$ cat src/rtl/ome_pkg.sv
// ---------------------------------------------------------------------------
// ome_pkg
// Shared definitions for the order match engine: side encoding, FSM state
// type, empty-book price markers and default geometry.
// ---------------------------------------------------------------------------
package ome_pkg;

  localparam int DEF_DEPTH = 4;
  localparam int DEF_PW    = 8;
  localparam int DEF_QW    = 8;

  localparam logic SIDE_BUY  = 1'b0;
  localparam logic SIDE_SELL = 1'b1;

  // Reported best prices when a side holds no valid slot (default width).
  localparam logic [DEF_PW-1:0] PRICE_EMPTY_BID = '0;
  localparam logic [DEF_PW-1:0] PRICE_EMPTY_ASK = '1;

  typedef enum logic [2:0] {
    ST_IDLE,
    ST_SCAN,
    ST_DECIDE,
    ST_MATCH,
    ST_INSERT
  } ome_state_t;

endpackage

$ cat src/rtl/ome_book_side.sv
// ---------------------------------------------------------------------------
// ome_book_side
// DEPTH-slot resting storage for one side of the book.
//   clk, reset            : clock, async active-low reset
//   rd_idx / rd_*         : combinational slot read port (used while scanning)
//   dec_en/idx/qty        : subtract qty from a slot; slot invalidates at zero
//   ins_en/price/qty      : write into the lowest-index free slot
//   full                  : every slot valid (insert is ignored)
//   best_price, count     : registered summary, one cycle behind the slots
// IS_ASK selects which extreme is "best" and the empty-side marker.
// ---------------------------------------------------------------------------
module ome_book_side
  import ome_pkg::*;
#(
  parameter int DEPTH  = DEF_DEPTH,
  parameter int PW     = DEF_PW,
  parameter int QW     = DEF_QW,
  parameter bit IS_ASK = 1'b0,
  parameter int IW     = $clog2(DEPTH),
  parameter int CW     = IW + 1
) (
  input  logic          clk,
  input  logic          reset,
  input  logic [IW-1:0] rd_idx,
  output logic          rd_valid,
  output logic [PW-1:0] rd_price,
  output logic [QW-1:0] rd_qty,
  input  logic          dec_en,
  input  logic [IW-1:0] dec_idx,
  input  logic [QW-1:0] dec_qty,
  input  logic          ins_en,
  input  logic [PW-1:0] ins_price,
  input  logic [QW-1:0] ins_qty,
  output logic          full,
  output logic [PW-1:0] best_price,
  output logic [CW-1:0] count
);

  localparam logic [PW-1:0] EMPTY_PRICE = IS_ASK ? {PW{1'b1}} : {PW{1'b0}};

  logic [DEPTH-1:0] slot_valid;
  logic [PW-1:0]    slot_price [DEPTH];
  logic [QW-1:0]    slot_qty   [DEPTH];

  logic [IW-1:0] free_idx;
  logic [PW-1:0] best_nxt;
  logic [CW-1:0] count_nxt;

  assign rd_valid = slot_valid[rd_idx];
  assign rd_price = slot_price[rd_idx];
  assign rd_qty   = slot_qty[rd_idx];
  assign full     = &slot_valid;

  // Walk downward so the last assignment is the lowest free index.
  always_comb begin
    free_idx = '0;
    for (int i = DEPTH - 1; i >= 0; i--) begin
      if (!slot_valid[i]) free_idx = IW'(i);
    end
  end

  always_comb begin
    best_nxt  = EMPTY_PRICE;
    count_nxt = '0;
    for (int i = 0; i < DEPTH; i++) begin
      if (slot_valid[i]) begin
        count_nxt = count_nxt + CW'(1);
        if (IS_ASK ? (slot_price[i] < best_nxt) : (slot_price[i] > best_nxt))
          best_nxt = slot_price[i];
      end
    end
  end

  always_ff @(posedge clk or negedge reset) begin
    if (!reset) begin
      slot_valid <= '0;
      for (int i = 0; i < DEPTH; i++) begin
        slot_price[i] <= '0;
        slot_qty[i]   <= '0;
      end
      best_price <= EMPTY_PRICE;
      count      <= '0;
    end else begin
      best_price <= best_nxt;
      count      <= count_nxt;
      if (dec_en) begin
        slot_qty[dec_idx] <= slot_qty[dec_idx] - dec_qty;
        if (slot_qty[dec_idx] == dec_qty) slot_valid[dec_idx] <= 1'b0;
      end
      if (ins_en && !full) begin
        slot_valid[free_idx] <= 1'b1;
        slot_price[free_idx] <= ins_price;
        slot_qty[free_idx]   <= ins_qty;
      end
    end
  end

endmodule

$ cat src/rtl/order_match_engine.sv
// ---------------------------------------------------------------------------
// order_match_engine
// Limit-order matcher: one working order at a time is swept against the best
// opposite price, emitting one match_signal pulse per fill; remainder rests.
//   clk, reset                    : clock, async active-low reset
//   order_valid/ready/side/price/qty : order intake handshake
//   count_en, halt_in             : counter gating and intake stop
//   match_signal, enable_count    : fill pulse and gated count enable
//   trade_price, trade_qty        : last fill, held until the next fill
//   reject                        : pulse when an order is dropped
//   best_bid, best_ask, bid_count, ask_count : registered book summary
//
// state     | meaning
// ----------|----------------------------------------------------------
// IDLE      | waiting for an order; qty 0 is rejected here
// SCAN      | slot scan_idx of the opposite side examined for best price
// DECIDE    | crossing -> MATCH (fill latched), otherwise -> INSERT
// MATCH     | fill pulse; both quantities reduced; rescan if qty remains
// INSERT    | remainder rests in own side, or reject when side is full
// ---------------------------------------------------------------------------
module order_match_engine
  import ome_pkg::*;
#(
  parameter int DEPTH = DEF_DEPTH,
  parameter int PW    = DEF_PW,
  parameter int QW    = DEF_QW
) (
  input  logic                 clk,
  input  logic                 reset,
  input  logic                 order_valid,
  output logic                 order_ready,
  input  logic                 order_side,
  input  logic [PW-1:0]        order_price,
  input  logic [QW-1:0]        order_qty,
  input  logic                 count_en,
  input  logic                 halt_in,
  output logic                 match_signal,
  output logic                 enable_count,
  output logic [PW-1:0]        trade_price,
  output logic [QW-1:0]        trade_qty,
  output logic                 reject,
  output logic [PW-1:0]        best_bid,
  output logic [PW-1:0]        best_ask,
  output logic [$clog2(DEPTH):0] bid_count,
  output logic [$clog2(DEPTH):0] ask_count
);

  localparam int IW = $clog2(DEPTH);

  ome_state_t    state;
  logic          w_side;
  logic [PW-1:0] w_price;
  logic [QW-1:0] w_qty;
  logic [IW-1:0] scan_idx;
  logic          best_found;
  logic [IW-1:0] best_idx;
  logic [PW-1:0] best_px;

  logic [IW-1:0] rd_idx;
  logic          bid_rd_valid, ask_rd_valid;
  logic [PW-1:0] bid_rd_price, ask_rd_price;
  logic [QW-1:0] bid_rd_qty, ask_rd_qty;
  logic          bid_full, ask_full;
  logic          bid_dec_en, ask_dec_en, bid_ins_en, ask_ins_en;

  logic          opp_valid;
  logic [PW-1:0] opp_price;
  logic [QW-1:0] opp_qty;
  logic          own_full;
  logic          better;
  logic          crossing;
  logic [QW-1:0] fill;

  assign order_ready  = (state == ST_IDLE) && !halt_in;
  assign enable_count = match_signal & count_en;

  // During SCAN the read port walks the slots; afterwards it points at the
  // chosen best slot so DECIDE can size the fill.
  assign rd_idx = (state == ST_SCAN) ? scan_idx : best_idx;

  assign opp_valid = (w_side == SIDE_SELL) ? bid_rd_valid : ask_rd_valid;
  assign opp_price = (w_side == SIDE_SELL) ? bid_rd_price : ask_rd_price;
  assign opp_qty   = (w_side == SIDE_SELL) ? bid_rd_qty   : ask_rd_qty;
  assign own_full  = (w_side == SIDE_BUY)  ? bid_full     : ask_full;

  // Strict compare keeps the earlier (lower index) slot on price ties.
  assign better   = (w_side == SIDE_SELL) ? (opp_price > best_px) : (opp_price < best_px);
  assign crossing = best_found &&
                    ((w_side == SIDE_BUY) ? (w_price >= best_px) : (best_px >= w_price));
  assign fill     = (w_qty < opp_qty) ? w_qty : opp_qty;

  assign bid_dec_en = (state == ST_MATCH)  && (w_side == SIDE_SELL);
  assign ask_dec_en = (state == ST_MATCH)  && (w_side == SIDE_BUY);
  assign bid_ins_en = (state == ST_INSERT) && (w_side == SIDE_BUY)  && !bid_full;
  assign ask_ins_en = (state == ST_INSERT) && (w_side == SIDE_SELL) && !ask_full;

  ome_book_side #(.DEPTH(DEPTH), .PW(PW), .QW(QW), .IS_ASK(1'b0)) u_bid (
    .clk        (clk),
    .reset      (reset),
    .rd_idx     (rd_idx),
    .rd_valid   (bid_rd_valid),
    .rd_price   (bid_rd_price),
    .rd_qty     (bid_rd_qty),
    .dec_en     (bid_dec_en),
    .dec_idx    (best_idx),
    .dec_qty    (trade_qty),
    .ins_en     (bid_ins_en),
    .ins_price  (w_price),
    .ins_qty    (w_qty),
    .full       (bid_full),
    .best_price (best_bid),
    .count      (bid_count)
  );

  ome_book_side #(.DEPTH(DEPTH), .PW(PW), .QW(QW), .IS_ASK(1'b1)) u_ask (
    .clk        (clk),
    .reset      (reset),
    .rd_idx     (rd_idx),
    .rd_valid   (ask_rd_valid),
    .rd_price   (ask_rd_price),
    .rd_qty     (ask_rd_qty),
    .dec_en     (ask_dec_en),
    .dec_idx    (best_idx),
    .dec_qty    (trade_qty),
    .ins_en     (ask_ins_en),
    .ins_price  (w_price),
    .ins_qty    (w_qty),
    .full       (ask_full),
    .best_price (best_ask),
    .count      (ask_count)
  );

  always_ff @(posedge clk or negedge reset) begin
    if (!reset) begin
      state        <= ST_IDLE;
      w_side       <= SIDE_BUY;
      w_price      <= '0;
      w_qty        <= '0;
      scan_idx     <= '0;
      best_found   <= 1'b0;
      best_idx     <= '0;
      best_px      <= '0;
      match_signal <= 1'b0;
      reject       <= 1'b0;
      trade_price  <= '0;
      trade_qty    <= '0;
    end else begin
      match_signal <= 1'b0;
      reject       <= 1'b0;
      case (state)
        ST_IDLE: begin
          if (order_valid && order_ready) begin
            w_side  <= order_side;
            w_price <= order_price;
            w_qty   <= order_qty;
            if (order_qty == '0) begin
              reject <= 1'b1;
            end else begin
              state      <= ST_SCAN;
              scan_idx   <= '0;
              best_found <= 1'b0;
            end
          end
        end
        ST_SCAN: begin
          if (opp_valid && (!best_found || better)) begin
            best_found <= 1'b1;
            best_idx   <= scan_idx;
            best_px    <= opp_price;
          end
          if (scan_idx == IW'(DEPTH - 1)) state <= ST_DECIDE;
          else                            scan_idx <= scan_idx + IW'(1);
        end
        ST_DECIDE: begin
          if (crossing) begin
            state        <= ST_MATCH;
            match_signal <= 1'b1;
            trade_price  <= best_px;
            trade_qty    <= fill;
          end else begin
            state <= ST_INSERT;
          end
        end
        ST_MATCH: begin
          w_qty <= w_qty - trade_qty;
          if (w_qty == trade_qty) begin
            state <= ST_IDLE;
          end else begin
            state      <= ST_SCAN;
            scan_idx   <= '0;
            best_found <= 1'b0;
          end
        end
        ST_INSERT: begin
          reject <= own_full;
          state  <= ST_IDLE;
        end
        default: state <= ST_IDLE;
      endcase
    end
  end

endmodule

$ cat config.mk
export PLATFORM = sky130hd
export DESIGN_NAME = order_match_engine
export DESIGN_NICKNAME = d
export VERILOG_FILES = /design/src/rtl/ome_pkg.sv /design/src/rtl/ome_book_side.sv /design/src/rtl/order_match_engine.sv
export SDC_FILE = /design/constraint.sdc
export NUM_CORES = 1
export LEC_CHECK = 0
export CORE_MARGIN = 5
export CORE_UTILIZATION = 62
export DETAILED_ROUTE_END_ITERATION = 6
export PLACE_DENSITY_LB_ADDON = 0.3
export SLEW_MARGIN = 15
export SYNTH_ARGS = -nofsm -noshare
export SYNTH_HDL_FRONTEND = slang
export SYNTH_HIERARCHICAL = 1
export SYNTH_SLANG_ARGS = --single-unit
$ cat constraint.sdc
create_clock -name clk -period 7.16 [get_ports clk]
set_input_delay 0.716 -clock clk [delete_from_list [all_inputs] [get_ports clk]]
set_output_delay 0.716 -clock clk [all_outputs]
set_load 0.01 [all_outputs]
==> summary.txt, run 1 <==
Implementation results are summarized by area below.

Setup path
The data required time of the critical path is around 7.6 ns. STA classifies the critical path startpoint as a register. For the worst reg-to-reg path, the startpoint reported by OpenROAD is u_ask/slot_valid[0]. Along the worst path, the maximum fanout reaches 17.

The nature of the critical path endpoint is a register. The start point of the critical path is u_ask/slot_valid[0]. The number of buffers and inverters on the critical path is 2.

Logic synthesis
For reference, XOR and XNOR gates occupy 1.42% of the area reported after synthesis. The synthesized netlist was found by Yosys to have 1306 cells. The number of enable flip-flop cells is 0. The largest family of logic cells by area is multiplexers.

The share of async-settable or async-resettable flops after synthesis is 100%. The cell-mix breakdown from Yosys lists the compound-gate area share as 12.7%. Per Yosys stat, the portion of area used by sequential elements is about two fifths.

In the synthesis report, Yosys lists the chip area as about 13000 um2. The number of nets in the synthesized netlist is ~1.4k. The count of warnings emitted by yosys is 6. Measured against the total synthesized area, the mux share comes to a little over a fifth.

Power
Sequential cells burn between 20% and 30% of the power. The report lists the power per cell area as 468 nW/um2. The internal power component is 4.03 mW. The combinational logic power is 3.80 mW. The total leakage power is between 6 and 7 nW.

Layout
Per the layout report, the design carries 1616 filler cells. The cell class ranked first by area is multi-input combinational cells. The number of clock buffers in the layout is 34. Sequential cells placed in the final layout were counted as 209. Summing all non-filler instances in the final layout gives an area of 15100 um2.

CTS
The clock-pin slew on the worst setup and hold paths is 0.06 ns. The clock passes through at most 3 buffers. For this design, the sink count on the clock tree is 209. The report lists the number of cells resized after CTS as 0.

Die
According to the floorplan report, the placeable core area is between 20000 and 25000 um2. The initial core utilization is 62.3%. According to the tapcell log, the count of inserted taps is 280.

Detailed routing
The total length of routed met3 wires is a little over 2000 um. The detailed router finished its first iteration with approximately 860 violations. Per the detail_route report, DRC violations left total 0.

The highest layer touched by signal routing is met4.

Run status
The flow ran to the end, and the final reports show no timing, DRC or antenna violations.

Placement
The number of placed instances, taps included, is approximately 1.6k.

GRT
In the global route stage, met1 resource usage came out at 36.7%. Per the GRT congestion report, total overflow comes to 0.

STA
The pin closest to its max-slew limit shows a slew of around 1.1 ns. The timing-limited maximum frequency is roughly 180 MHz. The worst pin sits at a relative slew slack of 24.0%. Pins over their slew limit in the final report were tallied at 0. The final-report hold violation count is 0.

Flow run
The report counts max-capacitance violations totalling 0.
==> run 1: Yosys cell counts (all sizes together), types with 3 or more instances <==
library cell	number
dfstp	8
mux2i	41
o21ai	96
inv	106
nor4	3
and2	3
xor2	14
o211ai	10
a31oi	8
a211o	3
nand4	16
ha	94
mux4	50
or3	6
nand2	121
o21bai	3
nand2b	10
a221oi	8
o31ai	10
a21boi	3
a211oi	5
and3	6
buf	23
clkbuf	36
nor3b	7
nor3	13
mux2	122
dfrtp	201
nand3	17
a31o	3
fa	3
nor2b	10
nand3b	6
xnor2	7
a21oi	95
o21a	10
a21o	10
nor2	98
==> run_1/closeup.png <==
Bar = 5 um. Window x 69 to 89, y 100 to 120 um. Cells in gray, sequential cells in the stronger gray; small squares are vias.
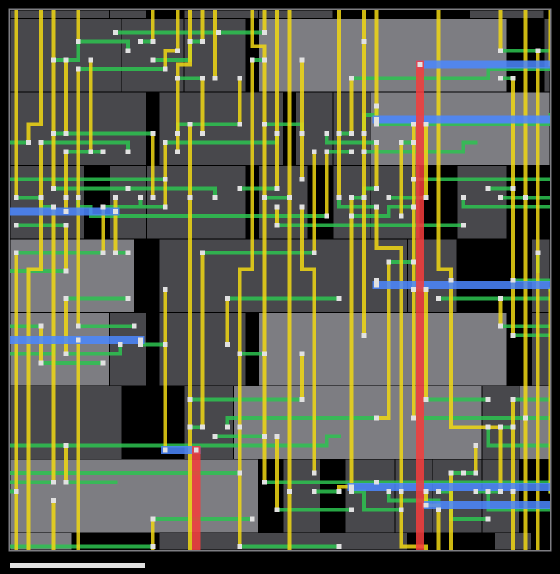
legend:
  M2:
    color: yellow
  M1:
    color: green
  M4:
    color: red
  M3:
    color: blue
cells with their middle in the window: 32
sequential cells in the window: 6
most frequent: dfrtp_1 (6), a21oi_1 (5)
netlist names of flops here include: u_bid/slot_qty (4)

==> run_1/layers.png <==
Bar = 50 um.
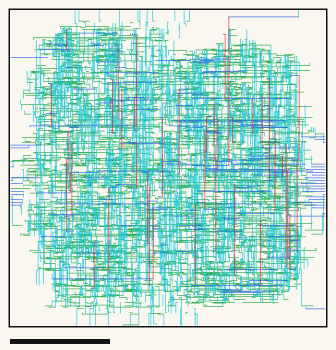
legend:
  M2:
    color: cyan
    wire_length: 16300 um
  M3:
    color: blue
    wire_length: 2010 um
  M4:
    color: red
    wire_length: 1330 um
  M1:
    color: green
    wire_length: 14100 um
All-Layer GR Usage: 27.8%
wire length reported by the detailed router: 33700 um
vias after detailed routing: 10.3k
mean routed wirelength per cell: 20.5 um

==> run_1/port_trees.png <==
Bar = 50 um.
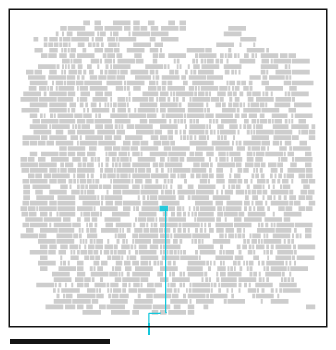
legend:
  order_side:
    color: cyan
    bits: 1
    direction: input
    end_cells: 1
    buffers: 1
    wire: 64.0 um
Boundary Pins: 64
# port buffers: 63

## Run 2: what changed since run 1
==> constraint.sdc (replaced) <==
create_clock -name clk -period 5.9 [get_ports clk]
set_input_delay 0.59 -clock clk [delete_from_list [all_inputs] [get_ports clk]]
set_output_delay 0.59 -clock clk [all_outputs]
set_load 0.01 [all_outputs]
==> run_2/layers.png <==
Bar = 50 um.
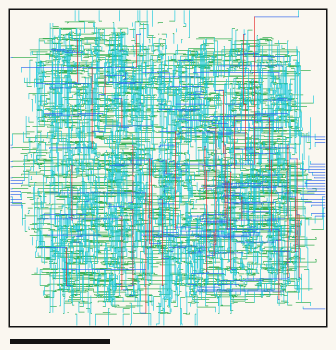
legend:
  M4:
    color: red
    wire_length: 1210 um
  M1:
    color: green
    wire_length: 14200 um
  M3:
    color: blue
    wire_length: 2130 um
  M2:
    color: cyan
    wire_length: 16100 um
wire length reported by the detailed router: 33700 um
mean routed wirelength per cell: 20.4 um
vias after detailed routing: 10.3k
All-Layer GR Usage: 28.1%

==> run_2/closeup.png <==
Bar = 5 um. Window x 69 to 89, y 100 to 120 um. Cells in gray, sequential cells in the stronger gray; small squares are vias.
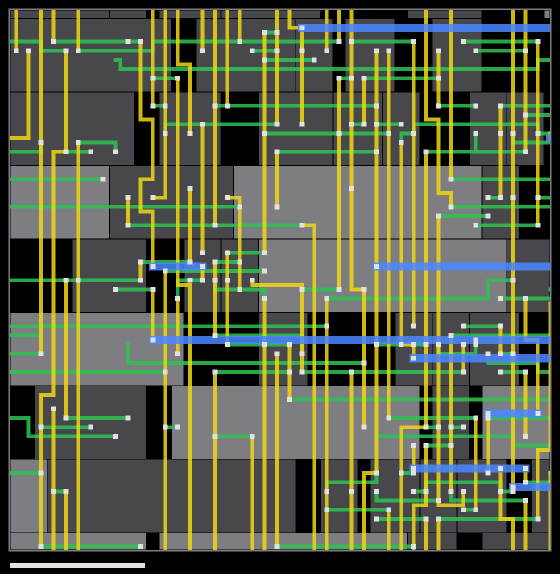
legend:
  M1:
    color: green
  M3:
    color: blue
  M2:
    color: yellow
most frequent: nand2_1 (6), nor2_1 (6)
netlist names of flops here include: u_bid/slot_qty (3), u_bid/slot_valid (1)
cells with their middle in the window: 33
sequential cells in the window: 4

==> run 2 against run 1 <==
Effect of this change: routed wire length is 0.11% lower; cell count grew 0.43%; largest cell class unchanged; the flow now finishes with violations (negative hold slack); non-clock buffer count grew 5; count of clock-buffer cells in the layout decreased by 6; synthesized area stayed put; critical path depth rose by 1; total power grew 22%; cell area up 0.83%.
==> summary.txt, run 2 <==
Implementation results are summarized by area below.

Layout
The final standard cell area without fillers is 15200 um2 (+0.83%). The final-layout fill cell count is 1605 (-0.68%). The number of flip-flops and latches is 209 (unchanged). The class occupying the most area after layout is reported as multi-input combinational cells.

STA
The max-slew headroom at the worst pin is 23.0% (-1.1 points). The final max-slew violation count is 0 (unchanged). The final-report hold violation count is 1 (+1). The final hold slack is -0.00260 ns.

Logic synthesis
The count of warnings emitted by yosys came to 6 (unchanged). The post-synthesis cell count from yosys is 1306 (unchanged). The number of enable flip-flop cells is 0 (unchanged).

The post-synth area from yosys stat came to 13500 um2 (unchanged). The sequential fraction of the synthesis area is 38.9% (unchanged).

Power
The total leakage power is 7.03 nW (+0.97%).

Run status
The flow ran to the end, but the final reports show violations. The final reports fail on negative hold slack.

Die
The placeable core region is 21600 um2 (unchanged). The tapcell count came to 280 (unchanged). The initial core utilization is 62.3% (unchanged). The number of primary I/O pins is 64 (unchanged).

CTS
The post-CTS resize count is 0 (unchanged). The maximum buffer depth of the clock tree came to 3 (unchanged). The CTS sink count came to 209 (unchanged).

Setup path
The data required time of the critical path is 6.34 ns (-1.27 ns). The worst setup path is launched from a register. The launch instance of the worst register-to-register path is u_ask/slot_valid[0]. The largest fanout of any net on the critical path is 17 (unchanged). The number of buffers and inverters on the critical path is 3 (+1).

The start point of the critical path is u_ask/slot_valid[0]. The worst setup path is captured at a register.

Detailed routing
The detailed router's first-iteration violation count is 864 (+0.93%). The uppermost signal routing layer after detailed routing is met4. The total length of routed met3 wires is 2130 um (+6.0%).

The post-route DRC violation count is 0 (unchanged).

Placement
The number of placed instances with taps included was 1606 (+0.19%). The total of buffers placed on input and output ports is 63 (unchanged).

Flow run
The count of maximum capacitance violations is 0 (unchanged).
==> run_2/congestion_map.png <==
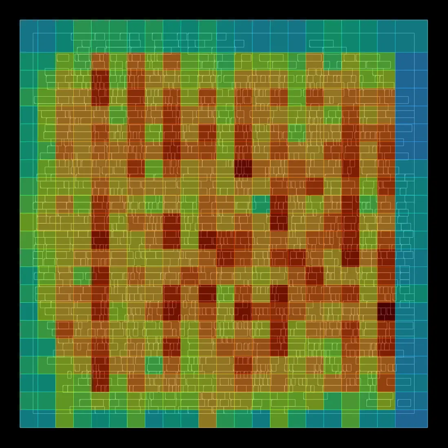
grt met2 use: 46.1%
final core utilization: 70.3%

[run 2: netlist changes by cell type in the layout (fill, tap and decap cells not counted), sizes merged]
cell      change
inv           -1
clkinv        +5
clkbuf        -6
buf           +5
clkinvlp      +3
bufinv        +1
[run 2: cell families after synthesis]
logic type / share of synthesized area [%]
AND-OR/OR-AND: 12.7
XOR/XNOR: 1.42
adder cells (fa/ha/maj): 9.18
buffers and inverters: 4.84
flip-flops: 38.9
multiplexers: 21.7
AND/OR/NAND/NOR: 11.3
[run 2: power breakdown]
group          internal (mW)  total [mW]  switching [mW]  leakage (nW)
registers               1.88        2.51           0.633          2.78
logic                   2.17        4.60            2.43          3.85
clock network          0.928        1.53           0.605         0.402
total                   4.97        8.64            3.67          7.03
Power is estimated from default activity; no workload was simulated.
